Fig. 1: run 1, a small window of the routed layout
Region (28, 28) to (78, 78) um. Cells in grey, sequential cells in the stronger grey; small squares are vias.
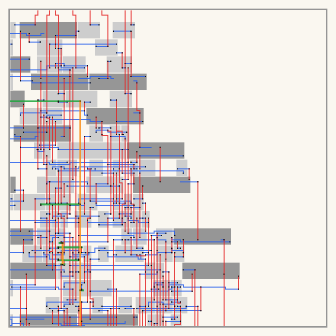
Fig. 2: run 1, clock wiring as the flow saved it
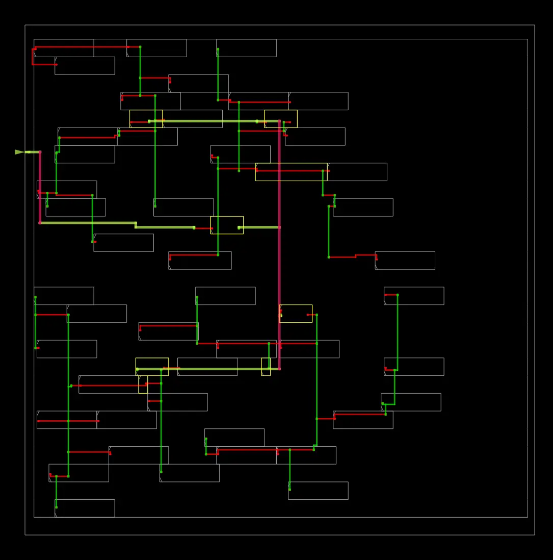
Fig. 3: run 1, signal wires on met3
Scale: 6 px per um.
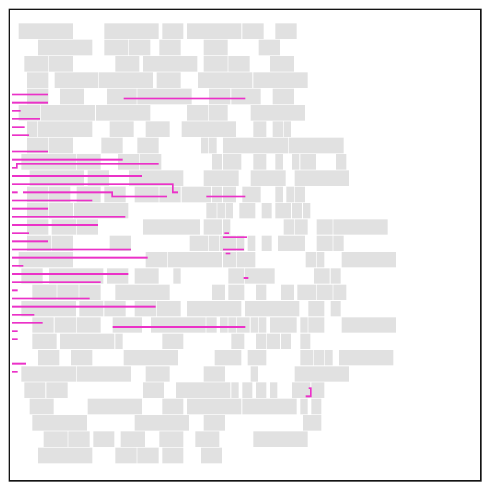
File: src/rtl/alu_byte_sequencer.sv
// alu_byte_sequencer
// Byte-stream front end for the 8-op combinational ALU. It collects the A, B and
// OP bytes, holds them steady on the ALU inputs, and captures the ALU result in a
// single execute cycle. It then streams the response back over a valid/ready
// byte interface.
//
// Build option: define ALU_SEQ_FLAGS_EN to send a second response byte that
// carries the ALU flags, {3'b0, neg, zero, overflow, borrow, carry}. Without the
// macro each command returns only the result byte, and the flag registers are
// not built.
module alu_byte_sequencer #(
  parameter int W       = 8,
  parameter int WOP     = 6,
  parameter int TIMEOUT = 1000
) (
  input  logic           clk,
  input  logic           rst_n,
  input  logic [7:0]     rx_data,
  input  logic           rx_valid,
  output logic           rx_ready,
  output logic [7:0]     tx_data,
  output logic           tx_valid,
  input  logic           tx_ready,
  output logic [W-1:0]   alu_a,
  output logic [W-1:0]   alu_b,
  output logic [WOP-1:0] alu_op,
  input  logic [W-1:0]   alu_y,
  input  logic           alu_carry,
  input  logic           alu_borrow,
  input  logic           alu_overflow,
  input  logic           alu_zero,
  input  logic           alu_neg,
  output logic           busy
);

  // The idle counter only has to reach TIMEOUT-1.
  localparam int CW = (TIMEOUT > 2) ? $clog2(TIMEOUT) : 1;
  localparam logic [CW-1:0] IDLE_LIMIT = CW'(TIMEOUT - 1);

  typedef enum logic [2:0] {
    GET_A,
    GET_B,
    GET_OP,
    EXEC,
    SEND_Y
`ifdef ALU_SEQ_FLAGS_EN
    ,
    SEND_F
`endif
  } state_t;

  state_t        state;
  logic [CW-1:0] idle_cnt;
  logic          rx_fire;
  logic          tx_fire;

`ifdef ALU_SEQ_FLAGS_EN
  logic [4:0]    flags_q;
`endif

  // The upper opcode bits are discarded on purpose.
  // Without the flag byte, the ALU flags are not used either.
  logic          unused_bits;
`ifdef ALU_SEQ_FLAGS_EN
  assign unused_bits = ^rx_data[7:WOP];
`else
  assign unused_bits = ^{rx_data[7:WOP], alu_carry, alu_borrow, alu_overflow,
                         alu_zero, alu_neg};
`endif

  // A byte moves only on an edge where both valid and ready are high.
  assign rx_fire = rx_valid && rx_ready;
  assign tx_fire = tx_valid && tx_ready;

  // Command sequencer: operand capture, idle timeout, execute and response.
  always_ff @(posedge clk or negedge rst_n) begin
    if (!rst_n) begin
      state    <= GET_A;
      alu_a    <= '0;
      alu_b    <= '0;
      alu_op   <= '0;
      tx_data  <= '0;
      tx_valid <= 1'b0;
      idle_cnt <= '0;
      rx_ready <= 1'b1;
      busy     <= 1'b0;
`ifdef ALU_SEQ_FLAGS_EN
      flags_q  <= '0;
`endif
    end else begin
      case (state)
        GET_A: begin
          if (rx_fire) begin
            alu_a    <= rx_data[W-1:0];
            idle_cnt <= '0;
            busy     <= 1'b1;
            state    <= GET_B;
          end
        end

        GET_B: begin
          if (rx_fire) begin
            alu_b    <= rx_data[W-1:0];
            idle_cnt <= '0;
            state    <= GET_OP;
          end else if (idle_cnt == IDLE_LIMIT) begin
            idle_cnt <= '0;
            busy     <= 1'b0;
            state    <= GET_A;
          end else begin
            idle_cnt <= idle_cnt + 1'b1;
          end
        end

        GET_OP: begin
          if (rx_fire) begin
            alu_op   <= rx_data[WOP-1:0];
            idle_cnt <= '0;
            rx_ready <= 1'b0;
            state    <= EXEC;
          end else if (idle_cnt == IDLE_LIMIT) begin
            idle_cnt <= '0;
            busy     <= 1'b0;
            state    <= GET_A;
          end else begin
            idle_cnt <= idle_cnt + 1'b1;
          end
        end

        EXEC: begin
          tx_data  <= alu_y;
          tx_valid <= 1'b1;
`ifdef ALU_SEQ_FLAGS_EN
          flags_q  <= {alu_neg, alu_zero, alu_overflow, alu_borrow, alu_carry};
`endif
          state    <= SEND_Y;
        end

        SEND_Y: begin
          if (tx_fire) begin
`ifdef ALU_SEQ_FLAGS_EN
            tx_data  <= {3'b000, flags_q};
            state    <= SEND_F;
`else
            tx_valid <= 1'b0;
            rx_ready <= 1'b1;
            busy     <= 1'b0;
            state    <= GET_A;
`endif
          end
        end

`ifdef ALU_SEQ_FLAGS_EN
        SEND_F: begin
          if (tx_fire) begin
            tx_valid <= 1'b0;
            rx_ready <= 1'b1;
            busy     <= 1'b0;
            state    <= GET_A;
          end
        end
`endif

        default: begin
          tx_valid <= 1'b0;
          rx_ready <= 1'b1;
          busy     <= 1'b0;
          idle_cnt <= '0;
          state    <= GET_A;
        end
      endcase
    end
  end

endmodule

File: config.mk
export PLATFORM = sky130hd
export DESIGN_NAME = alu_byte_sequencer
export DESIGN_NICKNAME = d
export VERILOG_FILES = /design/src/rtl/alu_byte_sequencer.sv
export SDC_FILE = /design/constraint.sdc
export NUM_CORES = 1
export LEC_CHECK = 0
export CAP_MARGIN = 20
export CORE_UTILIZATION = 35
export CTS_CLUSTER_SIZE = 40
export DETAILED_ROUTE_END_ITERATION = 6
export GPL_TIMING_DRIVEN = 0
export PLACE_DENSITY = 0.69
export SLEW_MARGIN = 20
export SYNTH_ARGS = -nofsm -noshare
export SYNTH_HDL_FRONTEND = slang
export SYNTH_SLANG_ARGS = --single-unit
File: constraint.sdc
create_clock -name clk -period 2.2 [get_ports clk]
set_input_delay 0.44 -clock clk [delete_from_list [all_inputs] [get_ports clk]]
set_output_delay 0.44 -clock clk [all_outputs]
set_load 0.02 [all_outputs]
==> ci_impl_report.md, run 1 <==
### Metrics collected by this job

| Metric | Value |
|---|---|
| Iteration tally of the first detailed-router pass | 5 |
| Clk pin slew, worst setup/hold paths | around 0.090 ns |
| Root Buffer | clkbuf_8 |
| Vias | 1512 |
| TritonCTS clock tree | yes |
| Unique cell type count in the Yosys netlist | roughly 40 |
| HPWL after DPL | approximately 3100 um |
| Final Hold Viols | 0 |
| Core Util, Final | between 40% and 50% |
| Crit path DRT | 2.38 ns |
| Measured slew at the worst slew-check pin | approximately 0.54 ns |
| M2 GR Usage | roughly a quarter |
| Initial antenna violation count | 0 |
| Max Cap Violations | 0 |
| Reg2Reg Capture Point | idle_cnt[7] |
| Routed Antenna Nets | 0 |
| Worst EP arrival | ~2.1 ns |
| Die height | about 78 um |
| IO Port Bufs | 52 |
| Crit path time final | between 1.5 and 2 ns |
| Post-Syn Instances | between 150 and 200 |
| Crit-path max FO | 8 |
| Crit path kind | input pin to flip-flop |
| Vias in the first global route | between 1500 and 2000 |
| Setup Fix Bufs, Post-CTS | 0 |
| Status | complete, no violations |
| Post-CTS Hold Fix Bufs | 0 |
| Sink Count | 46 |
| Most Crowded Layer GR | met2 |
| Longest Clk Path Bufs | 2 |
| First-pass GRT wire length | around 7300 um |
| ANT cells | 0 |
| Post-synth seq share | 56.5% |
| Drt via density | 5.07 |
| Reg2reg path depth | 5 |
About Fig. 1:
colour	layer
green	metal 3
red	metal 2
orange	metal 4
blue	metal 1
sequential cells in the window	12
netlist names of flops here include	`idle_cnt` (4), `state` (3)
most frequent	dfrtp_1 (12), a21oi_1 (10), nand2_1 (8)
cells with their middle in the window	85

About Fig. 2:
CLK BUF: 7
Clock Skews: 0.0112 ns
FF+latch count: 46
Num CTS Buffers: 5

About Fig. 3:
share of all routed wire	9.1%
main direction	horizontal
longest straight run	26.7 um
nets with wire on the layer	37
wire length on this layer	390 um

-- run 1: power breakdown --
part           switching, mW  leakage, nW  internal, mW
sequential             0.185        0.565          1.20
clock                  0.278       0.0524         0.340
combinational           1.00        0.526         0.995
-- run 1: cell families (layout without fill, tap and decap cells) --
group / Yosys count / count (layout) / synth area share (%)
AOI/OAI and AO/OA: 31 / 31 / 9.94
xor gates and xnor gates: 1 / 1 / 0.430
adders and majority gates: 1 / 1 / 0.613
buffers and inverters: 12 / 73 / 2.76
DFF: 46 / 46 / 56.5
muxes: 30 / 30 / 16.6
and+or+nand+nor: 44 / 44 / 13.2
-- run 1: through the flow --
step | setup TNS (ns) | setup slack (ns) | cell area (sq um) | hold slack [ns] | power [mW]
after floorplan | 0 | 0.557 | 2040 | 0.144 | 2.55
after CTS | 0 | 0.266 | 2770 | 0.127 | 4.04
after detailed placement | -0.337 | -0.0444 | 2670 | 0.454 | 3.41
after global placement | -28.00 | -0.615 | 2650 | 0.487 | 3.38
final | 0 | 0.275 | 2770 | 0.112 | 4.00
after global routing | 0 | 0.176 | 2770 | 0.142 | 4.24
-- run 1: routing by layer --
layer  wire length [um]  up-vias
li1                   -      721
met1               1870      738
met2               1970       45
met3                389        8
met4                 52        0
met5                  0        -
-- run 1: how the worst max path moves through the flow --
stage             start           to  slack, ns  cells past startpoint
6_report       rx_valid     alu_b[5]       0.27                      4
4_1_cts        rx_ready     rx_ready       0.27                      1
3_3_place_gp      rst_n  idle_cnt[4]      -0.61                      1
5_1_grt        rx_valid     alu_b[0]       0.18                      4
2_1_floorplan  rx_ready     alu_b[0]       0.56                      3
3_5_place_dp   rx_valid     alu_b[1]      -0.04                      4
-- run 1: critical path, cell delays in order --
cell and delay [ns]:
clkdlybuf4s50_1 0.51, nand2_1 0.24, nor3_4 0.53, mux2_2 0.39
-- run 1: synth_stat cells, types with 2 or more instances --
library cell  instances
or4_1                 3
nand2b_1              2
nor3_4                2
buf_2                 3
nand3_1               6
inv_1                 7
a31oi_1               3
buf_4                 2
and3_1                2
o21ai_1               3
nand4b_1              2
nor2_1                3
o21ai_0               2
nand4_1               2
o31ai_1               3
dfrtp_1              45
a21oi_1              10
mux2_2               30
nand2_1              14
-- run 1: layout by cell type (no fill, tap or decap), types with 2 or more instances in the layout --
cell,count
or4_1,3
inv_1,7
nor2_1,3
o31ai_1,3
nand4_1,2
clkdlybuf4s50_1,51
nand2_1,14
clkbuf_1,2
and3_1,2
nand2b_1,2
buf_2,4
nor3_4,2
o21ai_1,3
a31oi_1,3
o21ai_0,2
a21oi_1,10
nand4b_1,2
nand3_1,6
buf_4,2
clkbuf_8,5
mux2_2,30
dfrtp_1,45
-- run 1: state kept, by name (all words and copies together) (netlist names) --
| signal | flops |
|---|---|
| rx_ready | 1 |
| busy | 1 |
| alu_b | 8 |
| tx_data | 8 |
| idle_cnt | 10 |
| alu_a | 8 |
| state | 3 |
| alu_op | 6 |
| tx_valid | 1 |
-- run 1: cell type report --
type,instances,area [sq um]
fill,519,2800
clock buffer,7,76.3
clock inverter,1,30.0
sequential,46,1150
multi-input combinational,107,831
timing repair buffer,53,536
inverter,7,26.3
tap,72,90.1
buffer,5,30.0
Fig. 4: run 1, placed cells, one colour a class
Scale: 8 px per um.
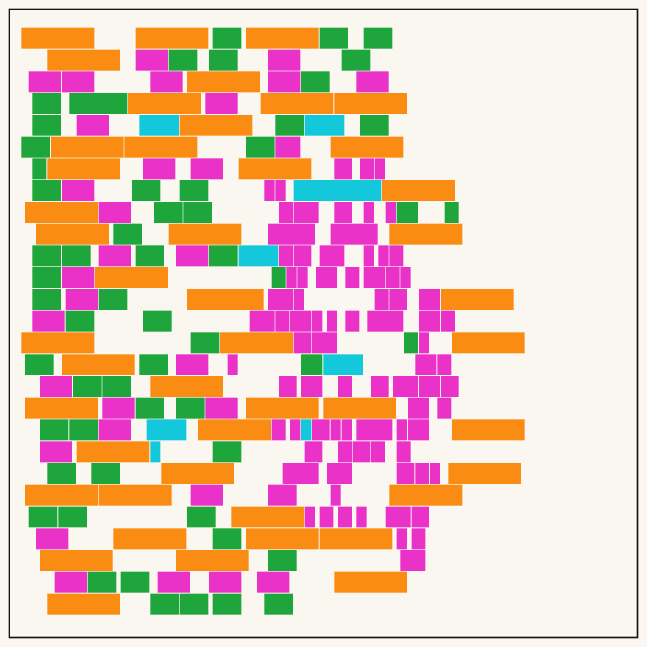

==> run 2: changes to the inputs <==
- CAP_MARGIN: 20 -> unset
- PLACE_DENSITY: 0.69 -> 0.74
Fig. 5: run 2, placed cells, one colour a class
Scale: 8 px per um.
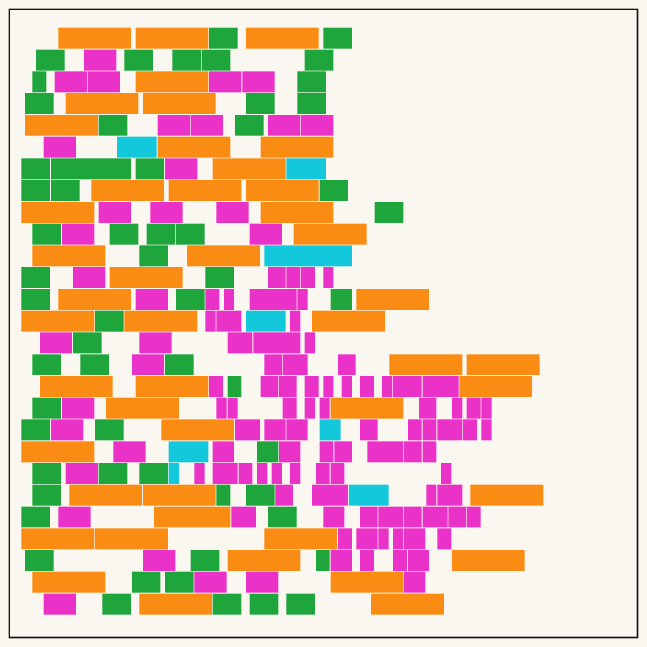
colour	class	cells
cyan	clock drivers and dummy loads	8
magenta	combinational and other logic	114
orange	sequential cells	46
green	remaining buffers and delay cells	58

==> ci_impl_report.md, run 2 <==
### Metrics collected by this job

| Metric | Value |
|---|---|
| Status | complete, no violations |
| Uppermost layer routed | met4 |
| Vias | 1500 |
| Reg2Reg Capture Point | idle_cnt[3] |
| First-pass GRT wire length | between 7000 and 8000 um |
| Post-Syn Instances | between 150 and 200 |
| Final Cell Area | 2780 sq um |
| Longest Clk Path Bufs | 2 |
| Root Buffer | clkbuf_8 |
| Iteration tally of the first detailed-router pass | 5 |
| Most frequent cells in the layout | 51 x clkdlybuf4s50_1, 45 x dfrtp_1, 30 x mux2_2 |
| Biggest register | idle_cnt |
| HPWL after DPL | between 3000 and 4000 um |
| Placed cell areas | 2670 sq um |
| Crit path kind | flip-flop to output port |
| WP buf/inv | 1 |
| Routed Antenna Nets | 0 |
| IO Port Bufs | between 50 and 60 |
| Crit-path max FO | 5 |
| Unique cell type count in the Yosys netlist | 40 |
| Count leader, synth | dfrtp_1 |
| Setup Fix Bufs, Post-CTS | 0 |
| Fillers | roughly 520 |
| Slowest stage delay, CP | around 0.61 ns |
| Critical-path cell list | clkdlybuf4s50_1 |
Fig. 6: run 2, clock wiring as the flow saved it
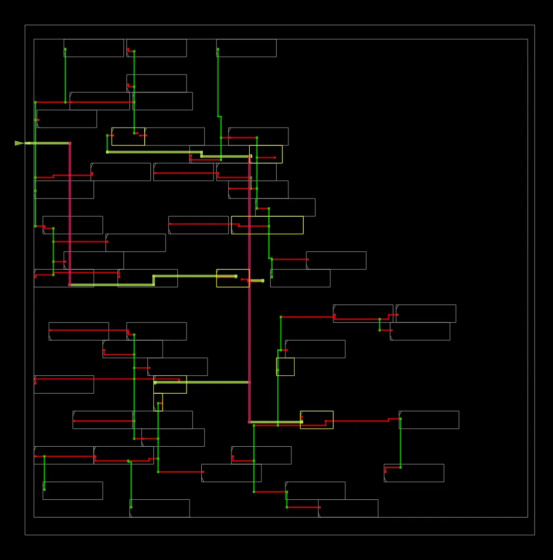
Sink Count: 46
Clock Skews: 0.00605 ns
clk pwr: 630 uW
CLK BUF: 6

run 2: worst max-delay path by stage:
stage / endpoint / cells after the start
final: rx_ready / 1
after global routing: alu_b[2] / 4
after CTS: rx_ready / 1
after detailed placement: alu_b[2] / 4
after global placement: idle_cnt[6] / 1
after floorplan: alu_b[0] / 3
run 2: per-layer routing:
metal,vias to the layer above,track usage [%]
met4,0,5.00
li1,719,-
met3,6,8.26
met5,-,0
met1,731,18.8
met2,44,23.1
run 2: cell families (layout without fill, tap and decap cells):
group,Yosys count,in the layout,synth area share [%]
compound gates,31,31,9.94
flops,46,46,56.5
xor+xnor,1,1,0.430
simple gates,44,44,13.2
mux,30,30,16.6
buf+inv,12,73,2.76
fa+ha+maj,1,1,0.613
run 2: cell type report:
cell class | count | area [sq um] | area share [%]
buffer | 5 | 30.0 | 1.08
clock buffer | 6 | 72.6 | 2.61
clock inverter | 2 | 37.5 | 1.35
inverter | 7 | 26.3 | 0.944
multi-input combinational | 107 | 831 | 29.9
sequential | 46 | 1150 | 41.4
tap | 72 | 90.1 | 3.24
timing repair buffer | 53 | 543 | 19.5
run 2: power by group:
group,internal [mW],switching (mW),leakage [nW],total [mW]
Combinational,0.997,1.01,0.529,2.01
Sequential,1.20,0.187,0.565,1.39
Clock,0.339,0.291,0.0514,0.630
run 2: per-stage QoR:
stage / setup slack, ns / setup TNS, ns / util [%] / hold WS (ns) / cells
6_report: 0.280 / 0 / 49.9 / 0.170 / 298
5_1_grt: 0.227 / 0 / 49.9 / 0.213 / 298
4_1_cts: 0.265 / 0 / 49.9 / 0.180 / 298
3_5_place_dp: -0.0427 / -0.262 / 47.9 / 0.493 / 290
3_3_place_gp: -0.575 / -26.02 / 47.5 / 0.486 / 289
2_1_floorplan: 0.557 / 0 / - / 0.144 / 165
Fig. 7: run 2, a small window of the routed layout
Region (28, 28) to (78, 78) um. Cells in grey, sequential cells in the stronger grey; small squares are vias.
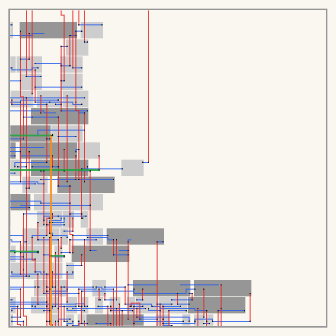

==> run 3: changes to the inputs <==
- CTS_CLUSTER_DIAMETER: unset -> 60
- SETUP_SLACK_MARGIN: unset -> 0.3
Fig. 8: run 3, a small window of the routed layout
Region (28, 28) to (78, 78) um. Cells in grey, sequential cells in the stronger grey; small squares are vias.
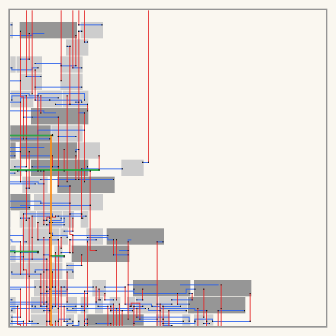

Fig. 9: run 3, signal wires on met3
Scale: 6 px per um.
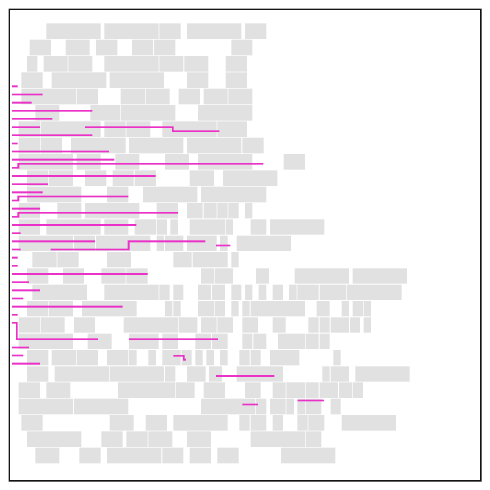
wire length on this layer	405 um
main direction	horizontal
Vias: 1500
Post-Route WL: 4260 um

==> ci_impl_report.md, run 3 <==
### Metrics collected by this job

| Metric | Value |
|---|---|
| Root Buffer | clkbuf_8 |
| Clk pin slew, worst setup/hold paths | 0.08 ns |
| Crit path DRT | between 2 and 2.5 ns |
| Crit path time final | ~1.8 ns |
| IO Port Bufs | 52 |
| Highest-count logic cell in the final layout | clkdlybuf4s50_1 |
| Crit path kind | input pin to flip-flop |
| First-pass GRT wire length | approximately 7200 um |
| Sink Count | ~46 |
| Count leader, synth | dfrtp_1 |
| CP max stage cell | clkdlybuf4s50_1 |
| Die height | between 70 and 80 um |
| Critical-path cell list | clkdlybuf4s50_1 > nand2_1 > nor3_4 > mux2_2 |
| HPWL after DPL | between 3000 and 4000 um |
| Num CTS Buffers | 5 |
| Core Util, Final | approximately half |
| Worst EP arrival | ~2 ns |
| Max Cap Violations | 0 |
| Vias in the first global route | ~1500 |
| Initial antenna violation count | 0 |
| Crit-path max FO | 7 |
| Longest Clk Path Bufs | 2 |
| Status | complete, no violations |
| Final Hold Viols | 0 |
| Post-synth seq share | ~57% |
[run 3: logic make-up after synthesis]
logic type      count (synthesis)  share of synthesized area, %
buf+inv                        12                          2.76
mux                            30                          16.6
xor+xnor                        1                         0.430
flops                          46                          56.5
compound gates                 31                          9.94
simple gates                   44                          13.2
fa+ha+maj                       1                         0.613
[run 3: area by class of cell]
| cell class | count | area, sq um |
|---|---|---|
| Fill cell | 515 | 2770 |
| Sequential cell | 46 | 1150 |
| Multi-Input combinational cell | 107 | 840 |
| Timing Repair Buffer | 55 | 557 |
| Tap cell | 72 | 90.1 |
| Clock buffer | 6 | 72.6 |
| Clock inverter | 2 | 37.5 |
| Buffer | 5 | 30.0 |
| Inverter | 7 | 26.3 |
[run 3: what timing repair did]
item / 4_1_cts / 5_1_grt
pin swaps: 1 / 1
endpoints found under the hold margin: 0 / 0
gates resized: 1 / 1
buffers inserted: 0 / 2
endpoints found under the setup margin: 9 / 12
[run 3: routing by layer]
layer / global-route usage [%] / up-vias / wire length [um]
met2: 23.0 / 44 / 1900
met3: 8.26 / 6 / 404
met5: 0 / - / 0
met4: 5.00 / 0 / 62
met1: 18.8 / 729 / 1890
li1: - / 721 / -
[run 3: stage by stage]
stage                     instance area [sq um]  hold slack, ns  std cells  power, mW  worst slack, ns
after floorplan                            2040           0.144        165       2.55            0.557
after global placement                     2650           0.486        289       3.37           -0.575
after detailed placement                   2670           0.493        290       3.42          -0.0427
after CTS                                  2780           0.180        298       4.06            0.325
after global routing                       2810           0.213        300       4.27            0.307
final                                      2810           0.169        300       4.03            0.381
[run 3: critical path: cells and delay by family]
family | cells | cell delay, ns
buf+inv | 1 | 0.53
mux | 1 | 0.38
simple gates | 2 | 0.65
[run 3: report_power, final]
group          total (mW)  internal, mW  leakage (nW)  switching (mW)
Combinational        2.02          1.00         0.542            1.01
Sequential           1.39          1.20         0.565           0.185
Clock               0.629         0.339        0.0514           0.290
[run 3: worst max-delay path by stage]
stage	to	depth (start not counted)	from
after detailed placement	alu_b[2]	4	rx_valid
after CTS	alu_b[2]	4	rx_valid
after floorplan	alu_b[0]	3	rx_ready
after global routing	alu_op[1]	4	rx_valid
after global placement	idle_cnt[6]	1	rst_n
final	alu_op[3]	4	rx_valid

==> layout pictures side by side <==
Ports around the boundary.
Scale: 4 px per um. Pins as bars across the die edge, other pins in grey.
shot_01.png
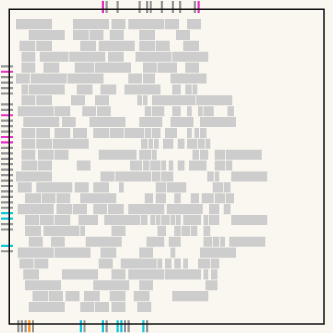
shot_02.png
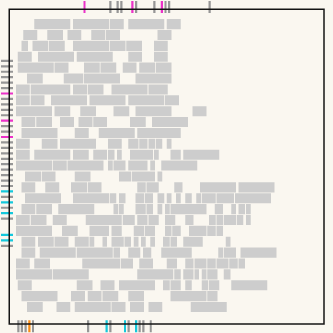
| from | picture |
|---|---|
| run 1 | shot_01.png |
| run 3 | shot_02.png |

Key to shot_02.png:
colour	port	pins	direction	edge
magenta	`alu_op`	6	output	3 north, 3 west
cyan	`alu_y`	8	input	5 west, 3 south
orange	`alu_overflow`	1	input	south
all pins by edge	33 west, 14 south, 11 north

Power is estimated from default activity; no workload was simulated.
